Figure 1. Ports around the boundary.
Drawn at 2 px/um. Pins as bars across the die edge, other pins in grey.
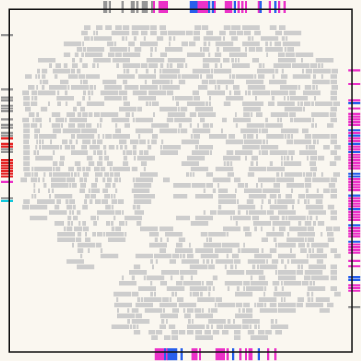
Figure 2. Metal 4.
Drawn at 2 px/um. Supply wires on this layer in grey.
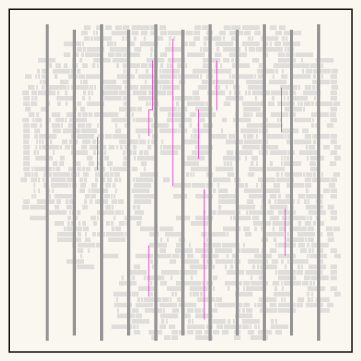
Figure 3. Signal wires on met3.
Drawn at 3 px/um.
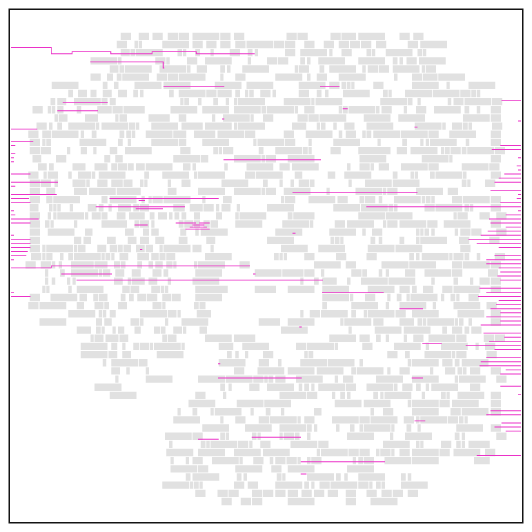
Figure 4. A small window of the routed layout.
Region (103, 103) to (153, 153) um. Cells in grey, sequential cells in the stronger grey; small squares are vias.
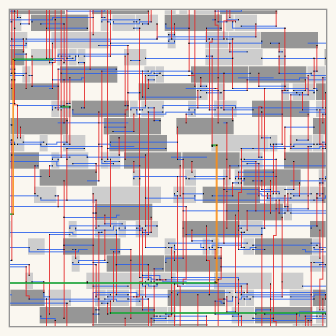
### config.mk
export PLATFORM = sky130hd
export DESIGN_NAME = conv_inst_fetch
export DESIGN_NICKNAME = d
export VERILOG_FILES = /design/src/rtl/conv_pkg.sv /design/src/rtl/axi_frs.sv /design/src/rtl/conv_inst_fetch.sv
export SDC_FILE = /design/constraint.sdc
export NUM_CORES = 1
export LEC_CHECK = 0
export CAP_MARGIN = 30
export CORE_MARGIN = 5
export CORE_UTILIZATION = 38
export CTS_CLUSTER_DIAMETER = 150
export DETAILED_ROUTE_END_ITERATION = 10
export SLEW_MARGIN = 30
export SYNTH_ARGS = -nofsm -noshare
export SYNTH_HDL_FRONTEND = slang
export SYNTH_SLANG_ARGS = --single-unit
### constraint.sdc
create_clock -name clk -period 2.4 [get_ports clk]
set_input_delay 0.6 -clock clk [delete_from_list [all_inputs] [get_ports clk]]
set_output_delay 0.6 -clock clk [all_outputs]
set_load 0.01 [all_outputs]
### src/rtl/conv_pkg.sv
// ----------------------------------------------------------------------------
// conv_pkg
//   Shared definitions for the conv instruction path: default geometry of an
//   instruction (word width, words per instruction, RAM address width), the
//   bit positions of the fields inside an assembled instruction, and the state
//   encoding of the instruction-fetch FSM.
// ----------------------------------------------------------------------------
package conv_pkg;

    localparam int IRW_DEF = 31;   // instruction RAM word width
    localparam int IN_DEF  = 3;    // RAM words per instruction
    localparam int IAW_DEF = 10;   // instruction RAM address width

    // Field positions within the assembled IRW*IN instruction bus
    localparam int FC_BIT   = 0;
    localparam int BASE_LSB = 8;
    localparam int BASE_MSB = 21;
    localparam int DIM0_LSB = 22;
    localparam int DIM0_MSB = 28;

    typedef enum logic [1:0] {
        ST_IDLE  = 2'd0,
        ST_FETCH = 2'd1,
        ST_DRAIN = 2'd2,
        ST_DONE  = 2'd3
    } fetch_state_e;

endpackage

### src/rtl/axi_frs.sv
// ----------------------------------------------------------------------------
// axi_frs
//   Forward register slice on a valid/ready interface. Outputs are fully
//   registered; a new beat is accepted in the same cycle the held one is
//   consumed, so a continuously ready sink sees no bubbles.
// Ports:
//   clk, rst_n            clock, asynchronous active-low reset
//   in_valid/in_ready     upstream handshake, in_data payload (DW bits)
//   out_valid/out_ready   downstream handshake, out_data payload (DW bits)
// ----------------------------------------------------------------------------
module axi_frs #(
    parameter int DW = 32
) (
    input  logic          clk,
    input  logic          rst_n,
    input  logic          in_valid,
    output logic          in_ready,
    input  logic [DW-1:0] in_data,
    output logic          out_valid,
    input  logic          out_ready,
    output logic [DW-1:0] out_data
);

    logic          valid_q, valid_d;
    logic [DW-1:0] data_q, data_d;

    // Empty, or the held beat leaves this cycle
    assign in_ready = !valid_q || out_ready;

    always_comb begin
        valid_d = valid_q;
        data_d  = data_q;
        if (in_valid && in_ready) begin
            valid_d = 1'b1;
            data_d  = in_data;
        end else if (out_ready) begin
            valid_d = 1'b0;
        end
    end

    always_ff @(posedge clk or negedge rst_n) begin
        if (!rst_n) begin
            valid_q <= 1'b0;
            data_q  <= '0;
        end else begin
            valid_q <= valid_d;
            data_q  <= data_d;
        end
    end

    assign out_valid = valid_q;
    assign out_data  = data_q;

endmodule

### src/rtl/conv_inst_fetch.sv
// ----------------------------------------------------------------------------
// conv_inst_fetch
//   Reads a run of conv instructions (IN words of IRW bits each) from the
//   instruction RAM (1-cycle read latency), assembles each into one IRW*IN
//   bus and hands them downstream over valid/ready through an axi_frs slice.
//   done pulses once the last instruction has been accepted.
// Ports:
//   clk, rst_n               clock, asynchronous active-low reset
//   start                    one-cycle start pulse, sampled only in IDLE
//   inst_base_addr, inst_num first word address and instruction count
//   busy, done               run in progress / one-cycle completion pulse
//   ram_ren, ram_addr        RAM read request
//   ram_rdata                RAM data, valid the cycle after ram_ren
//   out_inst, out_valid,
//   out_ready                assembled instruction stream
//   perf_stall_cnt           (CONV_INST_FETCH_PERF_EN only) saturating count
//                            of busy cycles stalled by downstream backpressure
// Optional feature macro: CONV_INST_FETCH_PERF_EN
// ----------------------------------------------------------------------------
module conv_inst_fetch
    import conv_pkg::*;
#(
    parameter int IRW = IRW_DEF,
    parameter int IN  = IN_DEF,
    parameter int IAW = IAW_DEF
) (
    input  logic              clk,
    input  logic              rst_n,
    input  logic              start,
    input  logic [IAW-1:0]    inst_base_addr,
    input  logic [IAW-1:0]    inst_num,
    output logic              busy,
    output logic              done,
    output logic              ram_ren,
    output logic [IAW-1:0]    ram_addr,
    input  logic [IRW-1:0]    ram_rdata,
    output logic [IRW*IN-1:0] out_inst,
    output logic              out_valid,
    input  logic              out_ready
`ifdef CONV_INST_FETCH_PERF_EN
    ,
    output logic [15:0]       perf_stall_cnt
`endif
);

    localparam int WCW = (IN > 1) ? $clog2(IN) : 1;
    localparam int DW  = IRW * IN;

    fetch_state_e state_q, state_d;

    logic [IAW-1:0] addr_q, addr_d;
    logic [IAW-1:0] num_q, num_d;
    logic [IAW-1:0] inst_cnt_q, inst_cnt_d;   // instructions fully issued
    logic [IAW-1:0] out_cnt_q, out_cnt_d;     // instructions accepted downstream
    logic [WCW-1:0] word_cnt_q, word_cnt_d;
    logic [WCW-1:0] cap_idx_q, cap_idx_d;
    logic           cap_vld_q, cap_vld_d;
    logic           issue_done_q, issue_done_d;
    logic           buf_full_q, buf_full_d;
    logic [IN-1:0][IRW-1:0] buf_q, buf_d;
    logic [IN-1:0][IRW-1:0] asm_inst;

    logic start_acc;
    logic last_word;
    logic last_inst;
    logic landing_last;
    logic buf_avail;
    logic xfer;
    logic frs_in_ready;
    logic out_hs;

    assign start_acc    = (state_q == ST_IDLE) && start;
    assign last_word    = (word_cnt_q == WCW'(IN - 1));
    assign last_inst    = (inst_cnt_q == num_q - IAW'(1));
    assign landing_last = cap_vld_q && (cap_idx_q == WCW'(IN - 1));
    assign out_hs       = out_valid && out_ready;

    // The final word is forwarded straight from ram_rdata in the cycle it
    // lands, so the buffer counts as full one cycle early and the next
    // instruction's reads can start IN+1 cycles after the previous ones.
    assign buf_avail = buf_full_q || landing_last;
    assign xfer      = buf_avail && frs_in_ready;

    // ---------------- FSM: state register ----------------
    always_ff @(posedge clk or negedge rst_n) begin
        if (!rst_n) state_q <= ST_IDLE;
        else        state_q <= state_d;
    end

    // ---------------- FSM: next state ----------------
    always_comb begin
        state_d = state_q;
        unique case (state_q)
            ST_IDLE: begin
                if (start) state_d = (inst_num == '0) ? ST_DONE : ST_FETCH;
            end
            ST_FETCH: begin
                if (ram_ren && last_word && last_inst) state_d = ST_DRAIN;
            end
            ST_DRAIN: begin
                if (out_hs && (out_cnt_q == num_q - IAW'(1))) state_d = ST_DONE;
            end
            ST_DONE: state_d = ST_IDLE;
            default: state_d = ST_IDLE;
        endcase
    end

    // ---------------- FSM: outputs ----------------
    always_comb begin
        busy    = (state_q != ST_IDLE);
        done    = (state_q == ST_DONE);
        ram_ren = (state_q == ST_FETCH) && !issue_done_q && !buf_full_q;
    end

    // ---------------- Address, counters and assembly buffer ----------------
    always_comb begin
        addr_d       = addr_q;
        num_d        = num_q;
        inst_cnt_d   = inst_cnt_q;
        out_cnt_d    = out_cnt_q;
        word_cnt_d   = word_cnt_q;
        issue_done_d = issue_done_q;
        buf_full_d   = buf_full_q;
        buf_d        = buf_q;
        cap_vld_d    = ram_ren;
        cap_idx_d    = word_cnt_q;
        asm_inst     = buf_q;

        for (int unsigned k = 0; k < IN; k++) begin
            if (cap_vld_q && (cap_idx_q == WCW'(k))) begin
                buf_d[k]    = ram_rdata;
                asm_inst[k] = ram_rdata;
            end
        end

        if (ram_ren) begin
            addr_d = addr_q + IAW'(1);
            if (last_word) begin
                word_cnt_d   = '0;
                inst_cnt_d   = inst_cnt_q + IAW'(1);
                issue_done_d = 1'b1;
            end else begin
                word_cnt_d = word_cnt_q + WCW'(1);
            end
        end

        if (xfer) begin
            buf_full_d   = 1'b0;
            issue_done_d = 1'b0;
        end else if (landing_last) begin
            buf_full_d = 1'b1;
        end

        if (out_hs) out_cnt_d = out_cnt_q + IAW'(1);

        if (start_acc) begin
            addr_d       = inst_base_addr;
            num_d        = inst_num;
            inst_cnt_d   = '0;
            out_cnt_d    = '0;
            word_cnt_d   = '0;
            issue_done_d = 1'b0;
            buf_full_d   = 1'b0;
            cap_vld_d    = 1'b0;
            buf_d        = '0;
        end
    end

    always_ff @(posedge clk or negedge rst_n) begin
        if (!rst_n) begin
            addr_q       <= '0;
            num_q        <= '0;
            inst_cnt_q   <= '0;
            out_cnt_q    <= '0;
            word_cnt_q   <= '0;
            cap_idx_q    <= '0;
            cap_vld_q    <= 1'b0;
            issue_done_q <= 1'b0;
            buf_full_q   <= 1'b0;
            buf_q        <= '0;
        end else begin
            addr_q       <= addr_d;
            num_q        <= num_d;
            inst_cnt_q   <= inst_cnt_d;
            out_cnt_q    <= out_cnt_d;
            word_cnt_q   <= word_cnt_d;
            cap_idx_q    <= cap_idx_d;
            cap_vld_q    <= cap_vld_d;
            issue_done_q <= issue_done_d;
            buf_full_q   <= buf_full_d;
            buf_q        <= buf_d;
        end
    end

    assign ram_addr = addr_q;

    // ---------------- Output register slice ----------------
    axi_frs #(
        .DW (DW)
    ) u_frs (
        .clk       (clk),
        .rst_n     (rst_n),
        .in_valid  (buf_avail),
        .in_ready  (frs_in_ready),
        .in_data   (asm_inst),
        .out_valid (out_valid),
        .out_ready (out_ready),
        .out_data  (out_inst)
    );

`ifdef CONV_INST_FETCH_PERF_EN
    logic [15:0] perf_q, perf_d;

    always_comb begin
        perf_d = perf_q;
        if (start_acc) begin
            perf_d = '0;
        end else if (busy && out_valid && !out_ready && (perf_q != '1)) begin
            perf_d = perf_q + 16'd1;
        end
    end

    always_ff @(posedge clk or negedge rst_n) begin
        if (!rst_n) perf_q <= '0;
        else        perf_q <= perf_d;
    end

    assign perf_stall_cnt = perf_q;
`endif

endmodule

==> results.py <==
# Auto-generated metrics
metrics = {
    "outcome": {
        "status": "complete, no violations",
    },
    "placed_design": {
        "gp_congestion": 0.805,
        "pre_cts_ws_ns": -0.134,
    },
    "cells_and_area": {
        "final_core_util_pct": 50.8,
        "area_growth_pct": 31.2,
        "design_area_um2": 12900,
    },
    "floorplanning": {
        "die_area_um2": 29100,
    },
    "routing": {
        "met2_length_um": 10500,
        "antenna_left": 0,
        "viasPerCell": 4.90,
    },
    "synthesis": {
        "ys_area_um2": 9800,
        "ys.flop_type": "dfrtp_1",
        "synth_cell_types": 47,
        "synth_nets": 975,
        "synth_area_um2": 9800,
        "synth.top_cell.area_share_pct": 60.2,
    },
    "critical_path": {
        "cp_slowest_cell": "clkdlybuf4s50_1",
        "cp_num_buf_inv": 2,
        "worstSetupStartpointType": "register",
        "crit_start": "state_q[0]",
        "cp_data_required_time_ns": 1.80,
        "rr_startpoint": "num_q[2]",
    },
    "power_and_ir_drop": {
        "power-top-group": "registers",
        "internal_power_mw": 10.6,
        "seq-power_mw": 6.15,
        "swShare_pct": 33.1,
        "p_total_mw": 15.9,
    },
    "run": {
        "warning_count": 30,
    },
    "sta": {
        "finalCriticalPeriod_ns": 2.31,
        "setup-violations-final": 0,
        "clock.fmax_mhz": 433,
        "drv_slew": 0,
    },
    "clock_tree": {
        "root_buffer": "clkbuf_16",
        "cts_tree": "yes",
        "cts_hold_buf": 0,
    },
    "global_route": {
        "gr-usage-met2_pct": 25.1,
    },
}
Back to the opening pictures, Figure 1:
colour	port	pins	direction	edge
magenta	out_inst	93	output	46 right, 24 top, 22 bottom, 1 left
red	inst_num	10	input	left
blue	ram_rdata	31	input	13 right, 9 top, 9 bottom
cyan	out_ready	1	input	left
all pins by edge	60 right, 44 top, 31 bottom, 27 left

Back to the opening pictures, Figure 2:
share of all routed wire	1.3%
wire length on this layer	313 um
main direction	vertical
nets with wire on the layer	4
longest straight run	73.4 um

Back to the opening pictures, Figure 3:
nets with wire on the layer	103
wire length on this layer	1310 um
longest straight run	81.9 um
share of all routed wire	5.6%
main direction	horizontal

Back to the opening pictures, Figure 4:
colour	layer
red	M2
green	M3
orange	M4
blue	M1
netlist names of flops here include	buf_q (19), u_frs.out_data (14)
sequential cells in the window	33
cells with their middle in the window	124
most frequent	dfrtp_1 (33), mux2i_1 (21), o21ai_1 (20)

## synthesized netlist by cell type, types with 2 or more instances
master / n
a211o_1: 2
nand3_1: 13
inv_1: 10
a21oi_1: 4
nand4_1: 10
mux2i_1: 96
nor3b_1: 2
nand4b_1: 2
nand2b_1: 2
nor2_1: 124
and3_1: 8
dfrtp_1: 236
o2111ai_1: 3
nor4_1: 3
ha_1: 9
nor2b_1: 2
o21ai_1: 107
nand2_1: 141
a31oi_1: 3
a32oi_1: 2
nor3_1: 8
buf_1: 10
and2_1: 2
xnor2_1: 22
xor2_1: 26
clkbuf_1: 41
nand3b_1: 3
## area by class of cell
cell class	instances	share of cell area, %
flip-flops and latches	236	45.9
multi-input cells	611	28.6
repair buffers	193	15.4
clock buffers	38	5.94
well taps	330	3.21
clock inverters	5	0.584
inverters	11	0.341
No activity file was given, so power comes from the tool's default toggle rates.
